Fig. 1: run 1, met3 routing
Bar = 10 um.
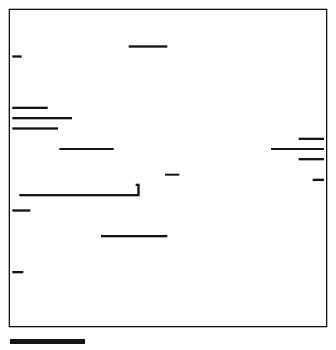
Fig. 2: run 1, routing congestion
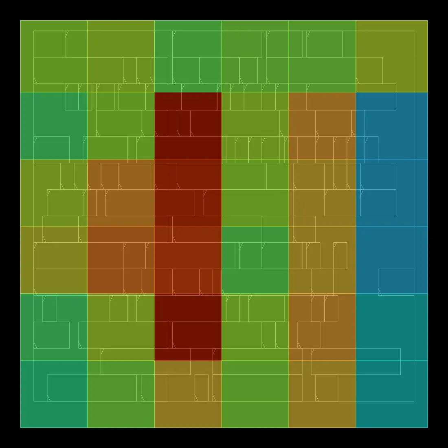
Fig. 3: run 1, logic cells by family
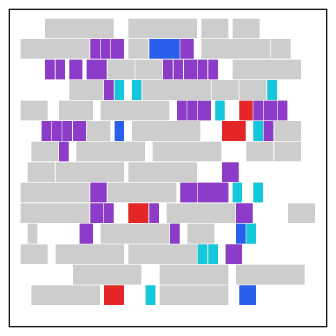
$ cat config.mk
export PLATFORM = sky130hd
export DESIGN_NAME = debruijn_seq
export DESIGN_NICKNAME = d
export VERILOG_FILES = /design/src/rtl/debruijn_seq.sv
export SDC_FILE = /design/constraint.sdc
export NUM_CORES = 1
export LEC_CHECK = 0
export ABC_AREA = 1
export CAP_MARGIN = 20
export CORE_UTILIZATION = 52
export CTS_BUF_LIST = sky130_fd_sc_hd__clkbuf_16
export CTS_CLUSTER_DIAMETER = 120
export DETAILED_ROUTE_END_ITERATION = 12
export PLACE_DENSITY = 0.8
export SYNTH_ARGS = -nofsm -noshare
export SYNTH_HDL_FRONTEND = slang
export SYNTH_SLANG_ARGS = --single-unit
$ cat constraint.sdc
create_clock -name clk -period 1.85 [get_ports clk]
set_clock_uncertainty 0.2 [all_clocks]
set_input_delay 0.2775 -clock clk [delete_from_list [all_inputs] [get_ports clk]]
set_output_delay 0.2775 -clock clk [all_outputs]
set_load 0.02 [all_outputs]
$ cat src/rtl/debruijn_seq.sv
// Binary de Bruijn B(2,N) generator stepped by synchronised edges of a slow
// divider clock (run mode) or a pushbutton (idle mode).
module debruijn_seq #(
  parameter int N = 4
) (
  input  logic         clk,
  input  logic         rst,
  input  logic         slow_clk,
  input  logic         run,
  input  logic         step,
  input  logic         clear,
  output logic         bit_out,
  output logic [N-1:0] window,
  output logic [N-1:0] pos,
  output logic         wrap,
  output logic         adv
);

  typedef enum logic {IDLE, RUN} state_t;

  if (N < 3 || N > 8) begin : g_bad_order
    $error("debruijn_seq: N must be in 3..8");
  end

  // Primitive-polynomial taps, indexed by window bit.
  function automatic logic [7:0] tap_mask(input int n);
    case (n)
      3:       tap_mask = 8'b0000_0110;
      4:       tap_mask = 8'b0000_1100;
      5:       tap_mask = 8'b0001_0100;
      6:       tap_mask = 8'b0011_0000;
      7:       tap_mask = 8'b0110_0000;
      8:       tap_mask = 8'b1011_1000;
      default: tap_mask = 8'b0000_0000;
    endcase
  endfunction

  localparam logic [7:0] TAPS = tap_mask(N);

  // Bit 0 = s1, bit 1 = s2, bit 2 = s3 (edge register).
  logic [2:0] slow_sync, step_sync;
  logic       slow_arm, step_arm;
  logic [1:0] fill;
  logic       filled;
  logic       slow_edge, step_edge;

  // fill marks when s2 holds a real post-reset sample, so a level that was
  // already high at release cannot arm the path through the reset zeros.
  assign filled = fill[1];

  // NOTE: sequential state uses non-blocking assignments so every flop
  // samples pre-edge values, independent of statement order.
  always_ff @(posedge clk or negedge rst) begin
    if (!rst) begin
      slow_sync <= '0;
      step_sync <= '0;
      fill      <= '0;
      slow_arm  <= 1'b0;
      step_arm  <= 1'b0;
    end else begin
      slow_sync <= {slow_sync[1:0], slow_clk};
      step_sync <= {step_sync[1:0], step};
      fill      <= {fill[0], 1'b1};
      if (filled && !slow_sync[1]) slow_arm <= 1'b1;
      if (filled && !step_sync[1]) step_arm <= 1'b1;
    end
  end

  assign slow_edge = slow_arm & slow_sync[1] & ~slow_sync[2];
  assign step_edge = step_arm & step_sync[1] & ~step_sync[2];

  state_t state, state_next;
  logic   adv_req;

  always_ff @(posedge clk or negedge rst) begin
    if (!rst) state <= IDLE;
    else      state <= state_next;
  end

  // NOTE: every output of this block is given a default first, so no path
  // leaves a variable unassigned and no latch is inferred.
  always_comb begin
    state_next = state;
    adv_req    = 1'b0;
    case (state)
      IDLE: begin
        adv_req = step_edge;
        if (run) state_next = RUN;
      end
      RUN: begin
        adv_req = slow_edge;
        if (!run) state_next = IDLE;
      end
      default: state_next = IDLE;
    endcase
  end

  logic [7:0] w_ext;
  logic       fb, zero_run, new_bit;

  assign w_ext    = 8'(window);
  assign fb       = ^(w_ext & TAPS);
  // Inserting the all-zero window turns the 2^N-1 LFSR cycle into 2^N.
  assign zero_run = (window[N-2:0] == '0);
  assign new_bit  = fb ^ zero_run;

  always_ff @(posedge clk or negedge rst) begin
    if (!rst) begin
      window <= '0;
      pos    <= '0;
      adv    <= 1'b0;
      wrap   <= 1'b0;
    end else begin
      adv  <= 1'b0;
      wrap <= 1'b0;
      if (clear) begin
        window <= '0;
        pos    <= '0;
      end else if (adv_req) begin
        window <= {window[N-2:0], new_bit};
        pos    <= pos + 1'b1;
        adv    <= 1'b1;
        wrap   <= (pos == '1);
      end
    end
  end

  assign bit_out = window[0];

endmodule

==> flow_summary.toml, run 1 <==
# implementation run metrics
[synth]
synthTopCellsByArea = "dfrtp_1, nand2_1, nand3_1"
yosys_warnings = 0
flop_cell = "dfrtp_1"
yosysTopAreaCell = "dfrtp_1"
syn_avg_cell_area_um2 = 10.21
ys_area_um2 = 827.0
synthTopCellsByCount = "dfrtp_1, nand2_1, inv_1"
ys.flops = 21
synth_area_um2 = 827.0
fp_nets = 88
ys_cells = 81
synth-edff-count = 0
synth.distinct_cells = 19
synth_top_area_share_pct = 63.54
async_flop_share_pct = 100.0
synthesis.instances = 81
postSynthSeqShare_pct = 63.54

[clock_tree]
cts.path.max_buffers = 2
clock_sink_count = 21
htree_levels = 1
cts-root-buf = "clkbuf_16"
cts_tree = "yes"
numCtsBuffers = 3
insertion_delay_ns = 0.26
cts_hold_buf = 0
clk_pin_slew_ns = 0.06

[timing]
hold_ws_ns = 0.1485
drv_slew = 0
finalSetupViolCount = 0
hold_viol_final = 0
timing.fmax_ghz = 0.5537
period_used_pct = 97.62
rsz0062_at_grt = "no"
fin_tns_setup_ns = 0
fin_crit_ns = 1.806

[routing]
vias_per_cell = 5.051
drcViolationCount = 0
first_pass_iters = 4
antenna_left = 0
drtIter0Drc = 8
wirelength_mm = 1.563
wl_per_cell_um = 13.36

[critical_path]
critical_path.cell_chain = "clkdlybuf4s50_1"
crit_slowest_cell = "clkdlybuf4s50_1"
cp-start-kind = "flip-flop"
path_class = "reg2out"
critPathBufInv = 1
crit_arrival_ns = 1.33
critPathRequiredTime_ns = 1.37
rr_worst_depth = 4
cp_num_cells = 1
cp_top_family = "buffers and inverters"
critPathMaxFanout = 6
cp-end-kind = "primary output"
critical_path.max_stage_delay_ns = 0.64

[die]
io_pins = 17
fp.dieW_um = 41.88
row_count = 14
fp_util_pct = 55.55
die_h_um = 41.88
chipArea_mm2 = 0.001754
core_mm2 = 0.001489

[placement]
placed_area_mm2 = 0.001007
dp_hpwl_mm = 1.012
portBuffers = 16
place_congestion = 0.7027

[grt]
grt_pass1_vias = 607
gr-total-overflow = 0
grt_max_degree = 22
antenna_found_initial = 0
grt_first_pass_wirelength_mm = 2.677

[cells_and_area]
finalInstanceArea_mm2 = 0.001092
diodes = 0
finalNetCount = 109
syn2layout_area_growth_pct = 32.07
drive_above_1_share_pct = 12.87

[power]
vdd_drop_max_mv = 0.7460
p_leak_uw = 0.0005600
power_density_mw_per_mm2 = 952.6

[worst_hold_path]
hp-class = "reg2reg"
min_path_cells = 0

[status]
outcome = "complete, no violations"

[run]
tool_warnings = 26
maxCapViolCount = 0
## Picture notes: Fig. 1
The layer carries 75.0 um of wire. The wires run mostly horizontal. 12 nets have wire on it. The longest straight run is 15.6 um. The layer holds 4.8% of the routed length.
vias: 591
GRT met3 Usage: 6.087%

## Picture notes: Fig. 2
all-layer global routing usage: 21.89%
met1 global-route usage: 24.85%
Final Core Density: 73.36%
GR Layer Usage met2: 35.94%

## Picture notes: Fig. 3
NAND gates: drawn in purple, cells 37. NOR gates: drawn in blue, cells 4. inverters: drawn in cyan, cells 11. inverting AOI/OAI gates: drawn in red, cells 4.

-- run 1: kinds of logic after synthesis --
group,synth area share (%)
simple gates,24.06
flops,63.54
buf+inv,5.901
compound gates,3.479
xor+xnor,1.059
fa+ha+maj,1.513
other cells,0.4534
-- run 1: metrics by stage --
step | setup WS, ns | total power [uW] | instances
after floorplan | 0.5432 | 540.2 | 81
after global placement | 0.3395 | 581.7 | 113
after detailed placement | 0.3251 | 586.1 | 113
after CTS | 0.02207 | 1040 | 117
after global routing | 0.01551 | 1074 | 117
final | 0.04395 | 1041 | 117
-- run 1: area by class of cell --
class                      instances  area [um^2]
sequential                        21        525.5
clock buffer                       3        75.07
multi-input combinational         48        252.7
clock inverter                     1        7.507
fill                             105        396.6
tap                               16        20.02
inverter                          11        41.29
timing repair buffer              17        170.2
-- run 1: final timing paths --
check                              from           end  slack (ns)
min in group asynchronous           rst       fill[1]        0.17
setup reg to reg                 pos[0]        pos[2]        0.57
setup / recovery                 pos[0]        pos[0]        0.04
hold reg to reg            step_sync[0]  step_sync[1]        0.15
hold / removal             step_sync[0]  step_sync[1]        0.15
max in group asynchronous           rst          wrap        1.08
-- run 1: where the power goes --
| part | total [uW] | leakage, uW | switching, uW | internal, uW |
|---|---|---|---|---|
| clock | 463 | 0.0000371 | 171 | 293 |
| combinational | 87.9 | 0.000263 | 50.3 | 37.6 |
| sequential | 489 | 0.000260 | 13.3 | 476 |
| total | 1040 | 0.000560 | 234 | 806 |
-- run 1: registers in the layout (all words and copies together), names as in the netlist --
name / count
step_sync: 3
pos: 4
state: 1
window: 4
fill: 2
slow_arm: 1
adv: 1
slow_sync: 3
step_arm: 1
wrap: 1
-- run 1: cell usage in the layout (no fill, tap or decap) --
| cell type | count |
|---|---|
| clkbuf_16 | 3 |
| nand2_2 | 3 |
| nand4_1 | 2 |
| nand3b_1 | 1 |
| buf_4 | 1 |
| xor2_1 | 1 |
| o21ai_0 | 1 |
| inv_2 | 1 |
| dfrtp_1 | 21 |
| clkinvlp_4 | 1 |
| nand2_4 | 1 |
| ha_1 | 1 |
| dlymetal6s2s_1 | 1 |
| clkdlybuf4s50_1 | 15 |
| nor2_4 | 1 |
| nor2_1 | 2 |
| o21bai_1 | 2 |
| nand2_1 | 21 |
| conb_1 | 1 |
| nor2_2 | 1 |
| o21ai_2 | 1 |
| nand3_1 | 9 |
| inv_1 | 10 |
-- run 1: worst register-to-register path, stage by stage, from the launching register on --
cell	delay, ns
dfrtp_1	0.44
ha_1	0.25
xor2_1	0.15
nand3_1	0.09
nand2_1	0.06
-- run 1: layer usage --
layer	global-route usage, %	vias up	wire length (um)
met5	0	-	0
met4	14.19	0	43
li1	-	295	-
met1	24.85	276	642
met3	6.087	5	75
met2	35.94	15	801
-- run 1: timing repair --
item / 4_1_cts / 5_1_grt
setup buffers: 0 / 0
endpoints found under the setup margin: 0 / 1
resized: 0 / 1
hold endpoints to repair: 0 / 0
Fig. 4: run 1, the metal 2 layer
Cells faint in the background.
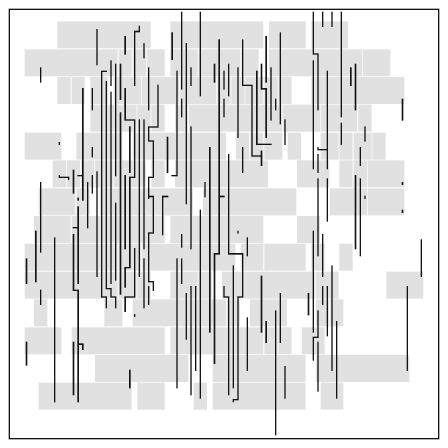

==> run 2, diff against run 1 <==
Settings changed: ABC_AREA 1 to not set, CORE_UTILIZATION 52 to 51, PLACE_DENSITY 0.8 to 0.79.
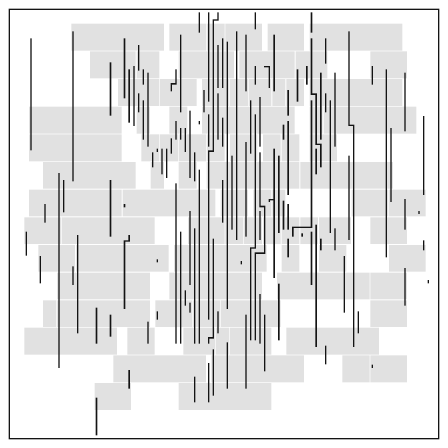
Fig. 5. The metal 2 layer (run 2).
Cells faint in the background.
83 nets have wire on it. The layer carries 702 um of wire. The wires run mostly vertical.

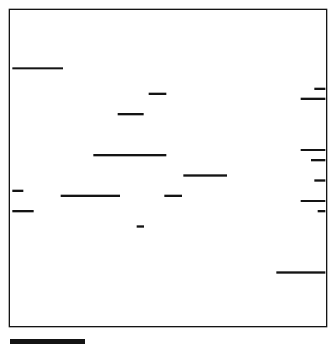
Fig. 6. Met3 routing (run 2).
Bar = 10 um.
14 nets have wire on it. The layer holds 4.2% of the routed length.

==> run 2 against run 1 <==
- synthesized cell count fell by 20%
- design area down 0.23%
- largest cell class unchanged
- highest routed layer unchanged
- die size is 1.1% higher
==> flow_summary.toml, run 2 <==
# implementation run metrics
[synth]
yosysTopAreaCell = "dfrtp_1"
synth-xor-area-share_pct = 1.067
ys.flops = 21
ys_area_um2 = 820.8
synth.distinct_cells = 25
synthesis.instances = 65
synthAoiAreaFrac_pct = 11.89
synthTopCellsByCount = "dfrtp_1, nand3_1, o21ai_0"
topCombFamilyByArea = "simple AND/OR/NAND/NOR gates"
flop_cell = "dfrtp_1"
synth_top_area_share_pct = 64.02
synth_area_um2 = 820.8
fp_nets = 72
yosys_warnings = 0
mux_share_pct = 3.201
adder_share_pct = 1.524
postSynthSeqShare_pct = 64.02
simple_gate_area_share_pct = 14.94
synthTopCellsByArea = "dfrtp_1, nand3_1, o21ai_0"
synth-edff-count = 0
async_flop_share_pct = 100.0
ys_cells = 65
most_common_cell = "dfrtp_1"
syn_avg_cell_area_um2 = 12.63

[placement]
portBuffers = 16
place_congestion = 0.8365
dp_hpwl_um = 943.8

[die]
io_pins = 17
row_count = 14
die_h_um = 42.12
fp_util_pct = 54.49
core_mm2 = 0.001506
fp.dieW_um = 42.12
chipArea_mm2 = 0.001774

[cells_and_area]
finalNetCount = 93
drive_above_1_share_pct = 12.94
diodes = 0
mostFrequentLayoutCell = "dfrtp_1"
largestRegisters = "pos (4), window (4)"
syn2layout_area_growth_pct = 32.78
lay_top_cells = "dfrtp_1, clkdlybuf4s50_1, nand3_1, o21ai_0"

[timing]
timing.fmax_ghz = 0.5593
fin_crit_ns = 1.788
hold_viol_final = 0
fin_tns_setup_ns = 0
finalSetupViolCount = 0
drv_slew = 0
period_used_pct = 96.64
hold_ws_ns = 0.1492
rsz0062_at_grt = "no"

[grt]
gr-total-overflow = 0
grt_first_pass_wirelength_mm = 2.463
met3_usage_pct = 6.466
grtUsageMet1_pct = 22.81
grt_util_met2_pct = 30.31
grt_max_degree = 22
grtUsageTotal_pct = 19.10
grt_pass1_vias = 554
antenna_found_initial = 0
gr-max-usage-layer = "met2"

[clock_tree]
cts.path.max_buffers = 2
insertion_delay_ns = 0.25
clock_sink_count = 21
cts_tree = "yes"
htree_levels = 1
clk_pin_slew_ns = 0.06
ctsResizeCount = 0
cts_hold_buf = 0
postCtsSetupBuffers = 0
cts-root-buf = "clkbuf_16"
numCtsBuffers = 3

[critical_path]
critPathRequiredTime_ns = 1.37
crit_slowest_cell = "clkdlybuf4s50_1"
cp_top_family = "buffers and inverters"
cp-end-kind = "primary output"
critPathMaxFanout = 5
crit_arrival_ns = 1.31
path_class = "reg2out"
critical_path.cell_chain = "clkdlybuf4s50_1"
critical_path.max_stage_delay_ns = 0.64
cp-start-kind = "flip-flop"
critPathBufInv = 1

[power]
power_density_mw_per_mm2 = 942.2
p_leak_uw = 0.0004593
vdd_drop_max_mv = 0.7178

[run]
maxCapViolCount = 0
tool_warnings = 26

[status]
outcome = "complete, no violations"

[routing]
vias_per_cell = 5.673
antenna_left = 0
drtIter0Drc = 11
drcViolationCount = 0
vias = 573
first_pass_iters = 4
wl_per_cell_um = 14.25
wirelength_mm = 1.439

[worst_hold_path]
hp-class = "reg2reg"
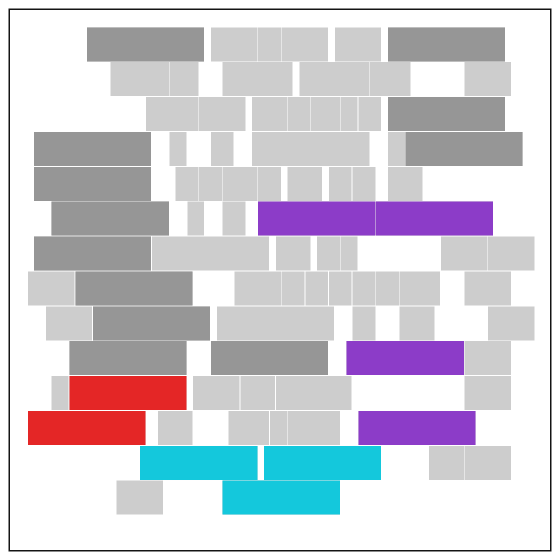
Fig. 7. Sequential cells colored by netlist name (run 2).
Other sequential cells in the stronger gray, the rest of the logic in the fainter gray.
window: drawn in purple, flops 4, where middle right. fill: drawn in red, flops 2. step_sync: drawn in cyan, flops 3.
sequential cell area share: 48.22%
Final Core Density: 72.34%
sequential power: 489 uW
Reg area: 525.5 um^2

[run 2: path summary, 6_finish.rpt]
path,slack [ns],endpoint,startpoint,depth (start not counted)
worst max-delay path,0.06,pos[0],pos[0],1
worst min-delay path,0.15,step_sync[1],step_sync[0],0
worst max register to register,0.28,pos[3],state,3
worst min register to register,0.15,step_sync[1],step_sync[0],0
max in group asynchronous,1.08,pos[0],rst,2
min in group asynchronous,0.16,step_sync[0],rst,2
[run 2: area by class of cell]
cell class / count / area, um^2
Clock buffer: 3 / 75.07
Fill cell: 114 / 416.7
Sequential cell: 21 / 525.5
Multi-Input combinational cell: 39 / 271.5
Tap cell: 16 / 20.02
Timing Repair Buffer: 19 / 182.7
Clock inverter: 1 / 7.507
Inverter: 2 / 7.507
[run 2: power breakdown]
group | total, uW | switching, uW | leakage, uW | internal (uW)
Sequential | 489 | 13.0 | 0.000260 | 476
Combinational | 83.9 | 43.0 | 0.000162 | 40.9
Clock | 454 | 162 | 0.0000371 | 292
[run 2: metal layers]
| layer | wire length [um] | part of all wire, % |
|---|---|---|
| met5 | 0 | 0 |
| met4 | 45 | 3.1 |
| met3 | 60 | 4.2 |
| met2 | 702 | 49 |
| met1 | 631 | 44 |
[run 2: kinds of logic after synthesis]
group / after synthesis
flops: 21
simple gates: 19
compound gates: 15
buf+inv: 5
mux: 2
fa+ha+maj: 1
other cells: 1
xor+xnor: 1
[run 2: per-stage QoR]
stage               instance area, um^2  total power [uW]  setup WS (ns)  cells  util [%]
floorplan                         820.8             535.4         0.3395     65         -
global placement                   1007             577.2         0.2911     97     66.86
detailed placement                 1007             580.5         0.2829     97     66.86
CTS                                1090              1034        0.06471    101     72.34
global route                       1090              1061        0.03221    101     72.34
finish                             1090              1027        0.06220    101     72.34
Power is estimated from default activity; no workload was simulated.
